**src/rtl/wb_write_sequencer_if.sv**
```systemverilog
// Bundle of the sequencer's result handshakes, register file write port and hazard-check signals.
// master: the sequencer side; slave: the pipeline / register file side.
interface wb_write_sequencer_if #(
    parameter int unsigned DEPTH = 4,
    parameter int unsigned AW    = 5,
    parameter int unsigned DW    = 32
);
    localparam int unsigned CW = $clog2(DEPTH) + 1;

    logic          WB_alu_valid;
    logic          WB_alu_ready;
    logic [AW-1:0] WB_alu_rd;
    logic [DW-1:0] WB_alu_data;
    logic          WB_mem_valid;
    logic          WB_mem_ready;
    logic [AW-1:0] WB_mem_rd;
    logic [DW-1:0] WB_mem_data;
    logic [AW-1:0] REG_address_wr;
    logic [DW-1:0] REG_data_wb_in1;
    logic          REG_write_1;
    logic [AW-1:0] WB_chk_addr1;
    logic [AW-1:0] WB_chk_addr2;
    logic          WB_pending1;
    logic          WB_pending2;
    logic [CW-1:0] WB_count;
    logic          WB_empty;

    modport master (
        input  WB_alu_valid, WB_alu_rd, WB_alu_data,
        input  WB_mem_valid, WB_mem_rd, WB_mem_data,
        input  WB_chk_addr1, WB_chk_addr2,
        output WB_alu_ready, WB_mem_ready,
        output REG_address_wr, REG_data_wb_in1, REG_write_1,
        output WB_pending1, WB_pending2, WB_count, WB_empty
    );

    modport slave (
        output WB_alu_valid, WB_alu_rd, WB_alu_data,
        output WB_mem_valid, WB_mem_rd, WB_mem_data,
        output WB_chk_addr1, WB_chk_addr2,
        input  WB_alu_ready, WB_mem_ready,
        input  REG_address_wr, REG_data_wb_in1, REG_write_1,
        input  WB_pending1, WB_pending2, WB_count, WB_empty
    );
endinterface

```
**src/rtl/wb_write_sequencer.sv**
```systemverilog
// Writeback sequencer: queues ALU/load results in order and replays each to the register file
// as a one-cycle address/data setup followed by a one-cycle write strobe.
module wb_write_sequencer #(
    parameter int unsigned DEPTH = 4,
    parameter int unsigned AW    = 5,
    parameter int unsigned DW    = 32
) (
    input logic                  clk,
    input logic                  rst_n,
    wb_write_sequencer_if.master wb_io
);
    localparam int unsigned PW = $clog2(DEPTH);
    localparam int unsigned CW = PW + 1;

    typedef enum logic [1:0] {StIdle, StSetup, StStrobe} state_e;

    state_e          state_q, state_d;
    logic [PW-1:0]   rptr_q, rptr_d;
    logic [PW-1:0]   wptr_q, wptr_d;
    logic [CW-1:0]   count_q, count_d;
    logic [DEPTH-1:0] valid_q, valid_d;
    logic [AW-1:0]   rd_mem_q  [DEPTH];
    logic [DW-1:0]   dat_mem_q [DEPTH];
    logic [AW-1:0]   addr_q, addr_d;
    logic [DW-1:0]   wdata_q, wdata_d;
    logic            wr_q, wr_d;

    logic            full;
    logic            mem_ready, alu_ready;
    logic            mem_fire, alu_fire;
    logic            push, pop;
    logic [AW-1:0]   in_rd;
    logic [DW-1:0]   in_data;
    logic [PW-1:0]   rptr_inc;
    logic            pend1, pend2;

    // Accept side: MEM wins, one entry per cycle, rd == 0 is swallowed.
    always_comb begin
        full      = (count_q == CW'(DEPTH));
        mem_ready = !full;
        alu_ready = !full && !wb_io.WB_mem_valid;
        mem_fire  = wb_io.WB_mem_valid && mem_ready;
        alu_fire  = wb_io.WB_alu_valid && alu_ready;
        in_rd     = mem_fire ? wb_io.WB_mem_rd : wb_io.WB_alu_rd;
        in_data   = mem_fire ? wb_io.WB_mem_data : wb_io.WB_alu_data;
        push      = (mem_fire || alu_fire) && (in_rd != '0);
        pop       = (state_q == StStrobe);
        rptr_inc  = rptr_q + PW'(1);
    end

    always_comb begin
        wptr_d  = push ? wptr_q + PW'(1) : wptr_q;
        rptr_d  = pop ? rptr_inc : rptr_q;
        count_d = count_q + CW'(push) - CW'(pop);
        valid_d = valid_q;
        if (pop) begin
            valid_d[rptr_q] = 1'b0;
        end
        if (push) begin
            valid_d[wptr_q] = 1'b1;
        end
    end

    always_ff @(posedge clk or negedge rst_n) begin
        if (!rst_n) begin
            rptr_q  <= '0;
            wptr_q  <= '0;
            count_q <= '0;
            valid_q <= '0;
        end else begin
            rptr_q  <= rptr_d;
            wptr_q  <= wptr_d;
            count_q <= count_d;
            valid_q <= valid_d;
        end
    end

    // Entry storage needs no reset; valid_q qualifies every read.
    always_ff @(posedge clk) begin
        if (push) begin
            rd_mem_q[wptr_q]  <= in_rd;
            dat_mem_q[wptr_q] <= in_data;
        end
    end

    // FSM state register
    always_ff @(posedge clk or negedge rst_n) begin
        if (!rst_n) begin
            state_q <= StIdle;
        end else begin
            state_q <= state_d;
        end
    end

    // FSM next state
    always_comb begin
        state_d = state_q;
        unique case (state_q)
            StIdle:   state_d = (count_q != '0) ? StSetup : StIdle;
            StSetup:  state_d = StStrobe;
            StStrobe: state_d = (count_d != '0) ? StSetup : StIdle;
            default:  state_d = StIdle;
        endcase
    end

    // FSM outputs: address/data load on entry to SETUP, strobe tracks STROBE.
    always_comb begin
        addr_d  = addr_q;
        wdata_d = wdata_q;
        wr_d    = (state_d == StStrobe);
        if (state_d == StSetup) begin
            if (state_q != StStrobe) begin
                addr_d  = rd_mem_q[rptr_q];
                wdata_d = dat_mem_q[rptr_q];
            end else if (count_q > CW'(1)) begin
                addr_d  = rd_mem_q[rptr_inc];
                wdata_d = dat_mem_q[rptr_inc];
            end else begin
                // Only remaining entry is the one being pushed this cycle.
                addr_d  = in_rd;
                wdata_d = in_data;
            end
        end
    end

    always_ff @(posedge clk or negedge rst_n) begin
        if (!rst_n) begin
            addr_q  <= '0;
            wdata_q <= '0;
            wr_q    <= 1'b0;
        end else begin
            addr_q  <= addr_d;
            wdata_q <= wdata_d;
            wr_q    <= wr_d;
        end
    end

    always_comb begin
        pend1 = 1'b0;
        pend2 = 1'b0;
        for (int i = 0; i < int'(DEPTH); i++) begin
            if (valid_q[PW'(i)] && (rd_mem_q[PW'(i)] == wb_io.WB_chk_addr1)) begin
                pend1 = 1'b1;
            end
            if (valid_q[PW'(i)] && (rd_mem_q[PW'(i)] == wb_io.WB_chk_addr2)) begin
                pend2 = 1'b1;
            end
        end
        pend1 = pend1 && (wb_io.WB_chk_addr1 != '0);
        pend2 = pend2 && (wb_io.WB_chk_addr2 != '0);
    end

    assign wb_io.WB_mem_ready    = mem_ready;
    assign wb_io.WB_alu_ready    = alu_ready;
    assign wb_io.REG_address_wr  = addr_q;
    assign wb_io.REG_data_wb_in1 = wdata_q;
    assign wb_io.REG_write_1     = wr_q;
    assign wb_io.WB_pending1     = pend1;
    assign wb_io.WB_pending2     = pend2;
    assign wb_io.WB_count        = count_q;
    assign wb_io.WB_empty        = (count_q == '0);

endmodule

```
**src/flat_wrapper.sv**
```systemverilog
// flat-port wrapper written by rule: the top's interface ports become plain ports
module wb_write_sequencer_flat 
#(
    parameter int unsigned DEPTH = 4,
    parameter int unsigned AW    = 5,
    parameter int unsigned DW    = 32
)
  (clk, rst_n, wb_io_WB_alu_valid, wb_io_WB_alu_rd, wb_io_WB_alu_data, wb_io_WB_mem_valid, wb_io_WB_mem_rd, wb_io_WB_mem_data, wb_io_WB_chk_addr1, wb_io_WB_chk_addr2, wb_io_WB_alu_ready, wb_io_WB_mem_ready, wb_io_REG_address_wr, wb_io_REG_data_wb_in1, wb_io_REG_write_1, wb_io_WB_pending1, wb_io_WB_pending2, wb_io_WB_count, wb_io_WB_empty);
  wb_write_sequencer_if #(.DEPTH(DEPTH), .AW(AW), .DW(DW)) wb_io_i ();
  input logic clk;
  input logic rst_n;
  input wire logic [$bits(wb_io_i.WB_alu_valid)-1:0] wb_io_WB_alu_valid;
  input wire logic [$bits(wb_io_i.WB_alu_rd)-1:0] wb_io_WB_alu_rd;
  input wire logic [$bits(wb_io_i.WB_alu_data)-1:0] wb_io_WB_alu_data;
  input wire logic [$bits(wb_io_i.WB_mem_valid)-1:0] wb_io_WB_mem_valid;
  input wire logic [$bits(wb_io_i.WB_mem_rd)-1:0] wb_io_WB_mem_rd;
  input wire logic [$bits(wb_io_i.WB_mem_data)-1:0] wb_io_WB_mem_data;
  input wire logic [$bits(wb_io_i.WB_chk_addr1)-1:0] wb_io_WB_chk_addr1;
  input wire logic [$bits(wb_io_i.WB_chk_addr2)-1:0] wb_io_WB_chk_addr2;
  output wire logic [$bits(wb_io_i.WB_alu_ready)-1:0] wb_io_WB_alu_ready;
  output wire logic [$bits(wb_io_i.WB_mem_ready)-1:0] wb_io_WB_mem_ready;
  output wire logic [$bits(wb_io_i.REG_address_wr)-1:0] wb_io_REG_address_wr;
  output wire logic [$bits(wb_io_i.REG_data_wb_in1)-1:0] wb_io_REG_data_wb_in1;
  output wire logic [$bits(wb_io_i.REG_write_1)-1:0] wb_io_REG_write_1;
  output wire logic [$bits(wb_io_i.WB_pending1)-1:0] wb_io_WB_pending1;
  output wire logic [$bits(wb_io_i.WB_pending2)-1:0] wb_io_WB_pending2;
  output wire logic [$bits(wb_io_i.WB_count)-1:0] wb_io_WB_count;
  output wire logic [$bits(wb_io_i.WB_empty)-1:0] wb_io_WB_empty;
  assign wb_io_i.WB_alu_valid = wb_io_WB_alu_valid;
  assign wb_io_i.WB_alu_rd = wb_io_WB_alu_rd;
  assign wb_io_i.WB_alu_data = wb_io_WB_alu_data;
  assign wb_io_i.WB_mem_valid = wb_io_WB_mem_valid;
  assign wb_io_i.WB_mem_rd = wb_io_WB_mem_rd;
  assign wb_io_i.WB_mem_data = wb_io_WB_mem_data;
  assign wb_io_i.WB_chk_addr1 = wb_io_WB_chk_addr1;
  assign wb_io_i.WB_chk_addr2 = wb_io_WB_chk_addr2;
  assign wb_io_WB_alu_ready = wb_io_i.WB_alu_ready;
  assign wb_io_WB_mem_ready = wb_io_i.WB_mem_ready;
  assign wb_io_REG_address_wr = wb_io_i.REG_address_wr;
  assign wb_io_REG_data_wb_in1 = wb_io_i.REG_data_wb_in1;
  assign wb_io_REG_write_1 = wb_io_i.REG_write_1;
  assign wb_io_WB_pending1 = wb_io_i.WB_pending1;
  assign wb_io_WB_pending2 = wb_io_i.WB_pending2;
  assign wb_io_WB_count = wb_io_i.WB_count;
  assign wb_io_WB_empty = wb_io_i.WB_empty;
  wb_write_sequencer #(.DEPTH(DEPTH), .AW(AW), .DW(DW)) u_core (.clk(clk), .rst_n(rst_n), .wb_io(wb_io_i));
endmodule
```
**config.mk**
```make
export PLATFORM = sky130hd
export DESIGN_NAME = wb_write_sequencer_flat
export DESIGN_NICKNAME = d
export VERILOG_FILES = /design/src/rtl/wb_write_sequencer_if.sv /design/src/rtl/wb_write_sequencer.sv /design/src/flat_wrapper.sv
export SDC_FILE = /design/constraint.sdc
export NUM_CORES = 1
export LEC_CHECK = 0
export CAP_MARGIN = 20
export CORE_UTILIZATION = 43
export DETAILED_ROUTE_END_ITERATION = 16
export GPL_ROUTABILITY_DRIVEN = 0
export PLACE_DENSITY = 0.67
export RECOVER_POWER = 50
export SYNTH_ARGS = -nofsm -noshare
export SYNTH_HDL_FRONTEND = slang
export SYNTH_SLANG_ARGS = --single-unit
```
**constraint.sdc**
```tcl
create_clock -name clk -period 3.2 [get_ports clk]
set_input_delay 0.32 -clock clk [delete_from_list [all_inputs] [get_ports clk]]
set_output_delay 0.32 -clock clk [all_outputs]
set_load 0.005 [all_outputs]
```
**Run 1: the metal 1 layer**

Scale bar: 50 um.
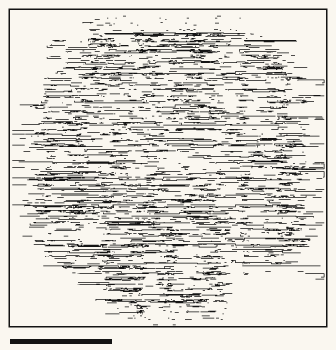
share of all routed wire: 40%
main direction: horizontal
nets with wire on the layer: 847
wire length on this layer: 9920 um
via total after detailed routing: 6819
fraction of met1 tracks used by global routing: 26.9%
Routed WL: 24700 um

**Run 1: metal 2**

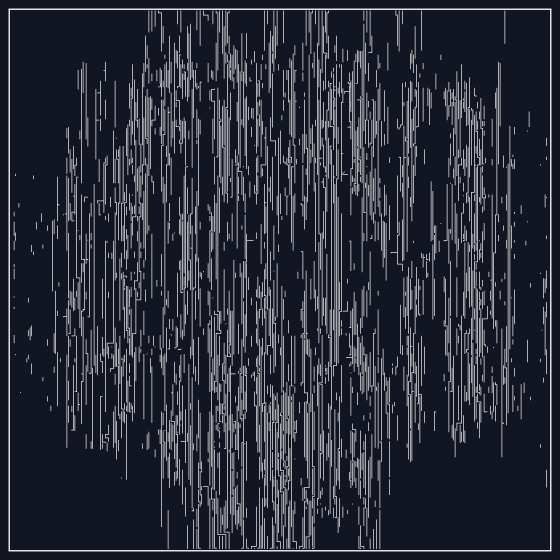
share of all routed wire: 53%
wire length on this layer: 13000 um

**Run 1: signal wires on met3**

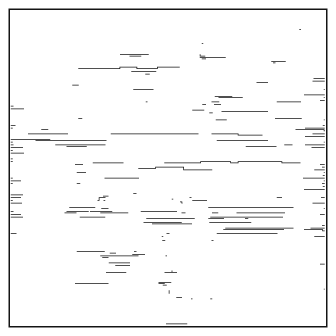
main direction: horizontal
share of all routed wire: 5.3%
wire length on this layer: 1310 um
longest straight run: 42.8 um
nets with wire on the layer: 111
met3 track demand over resource in global routing: 3.81%

==> results.sh, run 1 <==
# source this file to load flow results
export IMPL_fin_worst_skew_ns=0.00918
export IMPL_sum_of_net_half_perimeters_after_detailed_placement_um=15700
export IMPL_leakagePower_uw=0.00444
export IMPL_clock_power_share_pct=17.1
export IMPL_failing_checks="capacitance limit, slew limit"
export IMPL_detail_route_wl_per_cell_um=21.4
export IMPL_place_port_buffers=133
export IMPL_final_cells=1155
export IMPL_final_max_slew_viol_count=30
export IMPL_timing_critical_path_required_ns=3.52
export IMPL_yosys_area_top_type_share_pct=44.3
export IMPL_wire_length_on_met3_um=1310
export IMPL_core_area_mm2=0.0228
export IMPL_timing_max_cap_violations=1
export IMPL_cp_buffers_inverters=1
export IMPL_crit_path_end="u_core.wb_io.REG_data_wb_in1[15]"
export IMPL_comb_area_share_pct=33.2
export IMPL_drive_above_1_share_pct=20.4
export IMPL_status="complete, but fails checks"
export IMPL_crit_family="AND-OR/OR-AND gates"
export IMPL_log_warning_count=31
export IMPL_synth_async_reset_ratio_pct=24.5
export IMPL_worst_r2r_path_cells=10
export IMPL_signal_buffer_area_fraction_pct=12.9
## run 1: cells in the final DEF, fill, tap and decap left out, drive strengths merged, types with 4 or more instances in the layout
master and instances:
nand3 4, mux4 74, edfxtp 148, clkbuf 24, and2 4, nand2 42
ha 10, xor2 16, buf 18, or3 37, dfrtp 48, inv 12
and3 36, nor4 6, or2 36, clkinv 8, a31oi 37, dlygate4sd3 42
xnor2 7, clkdlybuf4s50 90, nor2 42, a21boi 37, o311ai 36
## run 1: power by group through the flow
stage / Clock, uW / Sequential [uW] / Combinational (uW)
2_1_floorplan: 0 / 4280 / 4130
3_3_place_gp: 0 / 4330 / 6090
3_5_place_dp: 0 / 4420 / 6240
4_1_cts: 2180 / 4370 / 6270
5_1_grt: 2280 / 4450 / 6630
6_report: 2160 / 4350 / 6080
## run 1: cells in the mapped netlist (2+ instances only)
library cell                 n
sky130_fd_sc_hd__a21boi_0   36
sky130_fd_sc_hd__a21oi_1     2
sky130_fd_sc_hd__a22o_1      2
sky130_fd_sc_hd__a31oi_1    37
sky130_fd_sc_hd__and2_1      4
sky130_fd_sc_hd__and3_1     36
sky130_fd_sc_hd__buf_1       5
sky130_fd_sc_hd__buf_2      14
sky130_fd_sc_hd__buf_4       4
sky130_fd_sc_hd__buf_6       2
sky130_fd_sc_hd__clkbuf_1   35
sky130_fd_sc_hd__dfrtp_1    48
sky130_fd_sc_hd__edfxtp_1  148
sky130_fd_sc_hd__ha_1       10
sky130_fd_sc_hd__inv_1      11
sky130_fd_sc_hd__mux4_2     74
sky130_fd_sc_hd__nand2_1    42
sky130_fd_sc_hd__nand2b_1    2
sky130_fd_sc_hd__nand3_1     4
sky130_fd_sc_hd__nor2_1     42
sky130_fd_sc_hd__nor4_1      6
sky130_fd_sc_hd__o211ai_1    2
sky130_fd_sc_hd__o311ai_0    5
sky130_fd_sc_hd__o311ai_1   31
sky130_fd_sc_hd__or2_2      36
sky130_fd_sc_hd__or3_1      37
sky130_fd_sc_hd__or4_1       3
sky130_fd_sc_hd__xnor2_1     7
sky130_fd_sc_hd__xor2_1     16
## run 1: flip-flops by register name (all words and copies together) (netlist names), 3 cells and up
signal,count
u_core.dat_mem_q,128
u_core.wb_io.REG_data_wb_in1,32
u_core.rd_mem_q,20
u_core.wb_io.REG_address_wr,5
u_core.wb_io.WB_count,3
## run 1: through the flow
step	power, uW	utilization, %	instance area, um^2	TNS, ns	worst slack (ns)
finish	12600	54.4	12400	0	0.247
floorplan	8410	-	10000	0	0.148
CTS	12800	54.3	12400	0	0.222
global route	13400	54.4	12400	0	0.0400
detailed placement	10700	51.7	11800	-0.00937	-0.00567
global placement	10400	51.7	11800	0	0.0852
## run 1: logic make-up after synthesis
kind of cell / after synthesis / share of synthesized area (%)
muxes: 76 / 16.8
AOI/OAI and AO/OA: 119 / 8.90
buffers and inverters: 72 / 3.16
and+or+nand+nor: 216 / 11.5
adders and majority gates: 11 / 1.45
xor gates and xnor gates: 23 / 2.01
DFF: 196 / 56.2
## run 1: timing repair
| action | CTS | global route |
|---|---|---|
| setup buffers | 0 | 0 |
| hold endpoints to repair | 0 | 11 |
| hold buffers | 0 | 1 |
==> inputs of run 2 (changes only) <==
- CORE_UTILIZATION: 43 -> 39
- PLACE_DENSITY: 0.67 -> unset
==> results.sh, run 2 <==
# source this file to load flow results
export IMPL_crit_family="AND-OR/OR-AND gates"
export IMPL_layout_cells_most_common_list="148 x sky130_fd_sc_hd__edfxtp_1, 90 x sky130_fd_sc_hd__clkdlybuf4s50_1, 74 x sky130_fd_sc_hd__mux4_2, 45 x sky130_fd_sc_hd__dfrtp_1"
export IMPL_timing_critical_path_required_ns=3.49
export IMPL_failing_checks="capacitance limit, slew limit"
export IMPL_status="complete, but fails checks"
export IMPL_synth_async_reset_ratio_pct=24.5
export IMPL_place_port_buffers=133
export IMPL_cp_buffers_inverters=1
export IMPL_final_cells=1172
export IMPL_leakagePower_uw=0.00444
export IMPL_drive_above_1_share_pct=20.7
export IMPL_post_synth_top_cells="148 x sky130_fd_sc_hd__edfxtp_1, 74 x sky130_fd_sc_hd__mux4_2, 48 x sky130_fd_sc_hd__dfrtp_1"
export IMPL_sum_of_net_half_perimeters_after_detailed_placement_um=16800
export IMPL_max_ffs_per_register=128
export IMPL_core_area_mm2=0.0253
export IMPL_timing_max_cap_violations=1
export IMPL_final_common_cell="sky130_fd_sc_hd__edfxtp_1"
export IMPL_final_max_slew_viol_count=29
export IMPL_detailed_place_area_mm2=0.0118
export IMPL_clock_power_share_pct=16.9
export IMPL_detail_route_wl_per_cell_um=23.3
export IMPL_max_flop_register="u_core.dat_mem_q"
export IMPL_final_layout_setup_total_negative_slack_ns=0
## run 2: cell types whose count changed in the layout (fill, tap and decap cells not counted)
cell and change:
sky130_fd_sc_hd__buf_4 +2, sky130_fd_sc_hd__clkbuf_1 +1, sky130_fd_sc_hd__clkinv_1 -3, sky130_fd_sc_hd__clkinv_4 +1, sky130_fd_sc_hd__clkinvlp_4 -1, sky130_fd_sc_hd__dfrtp_1 -1, sky130_fd_sc_hd__dfrtp_2 +1, sky130_fd_sc_hd__dlymetal6s4s_1 -1
sky130_fd_sc_hd__inv_1 +1, sky130_fd_sc_hd__nand2_1 +1, sky130_fd_sc_hd__nand2_2 -1, sky130_fd_sc_hd__nor3b_2 -1, sky130_fd_sc_hd__nor3b_4 +1
## run 2: per-layer routing
| metal | vias to the layer above | global-route usage, % |
|---|---|---|
| li1 | 3046 | - |
| met1 | 3604 | 28.1 |
| met2 | 247 | 36.4 |
| met3 | 30 | 4.02 |
| met4 | 0 | 5.96 |
| met5 | - | 0 |
## run 2: logic make-up after synthesis
kind of cell,after synthesis,share of synthesized area (%)
buf+inv,72,3.16
compound gates,119,8.90
simple gates,216,11.5
mux,76,16.8
fa+ha+maj,11,1.45
xor+xnor,23,2.01
flops,196,56.2
## run 2: path summary, 6_finish.rpt
kind | from | endpoint | cells past startpoint
worst min-delay path | u_core.state_q[0] | u_core.state_q[1] | 2
worst max-delay path | u_core.wb_io.WB_count[1] | u_core.wb_io.REG_data_wb_in1[18] | 10
max in group asynchronous | rst_n | u_core.wb_io.WB_count[2] | 3
worst max register to register | u_core.wb_io.WB_count[1] | u_core.wb_io.REG_data_wb_in1[18] | 10
min in group asynchronous | rst_n | u_core.wb_io.REG_data_wb_in1[12] | 2
worst min register to register | u_core.state_q[0] | u_core.state_q[1] | 2
## run 2: power by group through the flow
| stage | combinational [uW] | sequential (uW) | clock, uW |
|---|---|---|---|
| after floorplan | 4130 | 4280 | 0 |
| after global placement | 6170 | 4390 | 0 |
| after detailed placement | 6410 | 4450 | 0 |
| after CTS | 6450 | 4410 | 2200 |
| after global routing | 6820 | 4490 | 2290 |
| final | 6250 | 4400 | 2170 |
## run 2: worst reg2reg max path: cells and delay by family, from the launching register on
family,cells,cell delay (ns)
AND-OR/OR-AND,4,0.95
adder cells (fa/ha/maj),2,0.71
AND/OR/NAND/NOR,3,0.56
flip-flops,1,0.48
buffers and inverters,1,0.21
## run 2: cell type report
cell class / count / area [um^2]
Fill cell: 2201 / 12800
Sequential cell: 196 / 5650
Multi-Input combinational cell: 445 / 4120
Timing Repair Buffer: 157 / 1590
Clock buffer: 20 / 437
Tap cell: 330 / 413
Clock inverter: 12 / 155
Inverter: 12 / 45.0
## run 2: per-stage QoR
step	power [uW]	hold slack, ns	setup WS [ns]	utilization, %
floorplan	8410	0.0244	0.148	-
detailed placement	10900	0.466	-0.0441	46.8
global route	13600	0.523	0.0601	49.1
finish	12800	0.506	0.181	49.1
CTS	13100	0.508	0.0667	49.2
global placement	10600	0.428	0.0148	46.5
## run 2: timing repair
| item | 4_1_cts | 5_1_grt |
|---|---|---|
| hold buffers | 1 | 0 |
| endpoints found under the setup margin | 0 | 33 |
| resized | 0 | 2 |
| endpoints found under the hold margin | 2 | 0 |
**Run 2: routing congestion map**

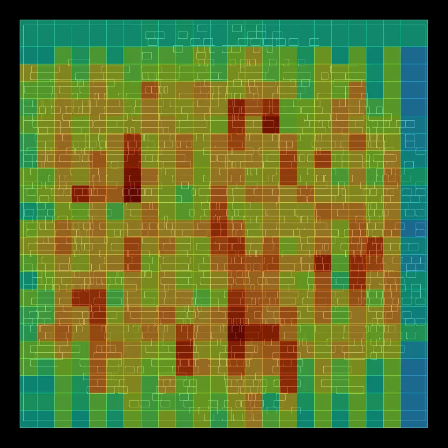
met2 demand-to-capacity share in global routing: 36.4%
layer carrying the most global-route usage: met2

**Run 2: signal wires on met3**

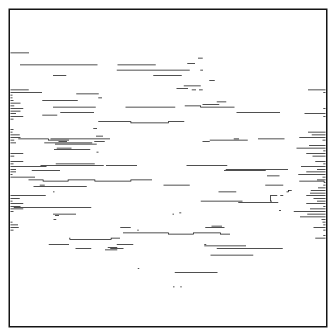
share of all routed wire: 5.9%
nets with wire on the layer: 133
longest straight run: 39.6 um
wire length on this layer: 1620 um
main direction: horizontal
via total after detailed routing: 6927
Routed WL: 27300 um
met3 track demand over resource in global routing: 4.02%

**Run 2: M4 wires**

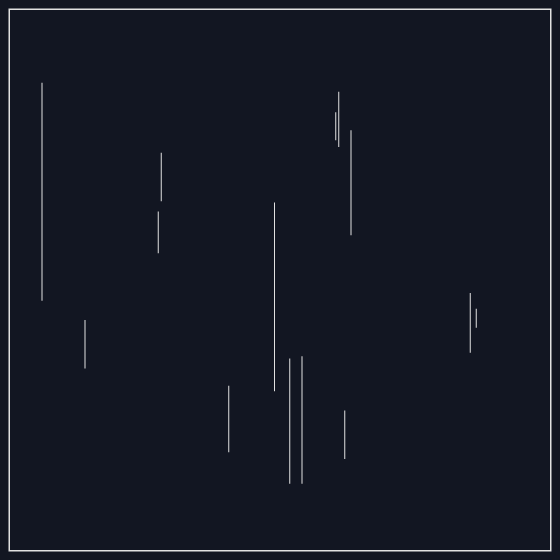
nets with wire on the layer: 13
share of all routed wire: 1.3%
wire length on this layer: 351 um
longest straight run: 65.3 um

Power and IR drop assume default switching activity.
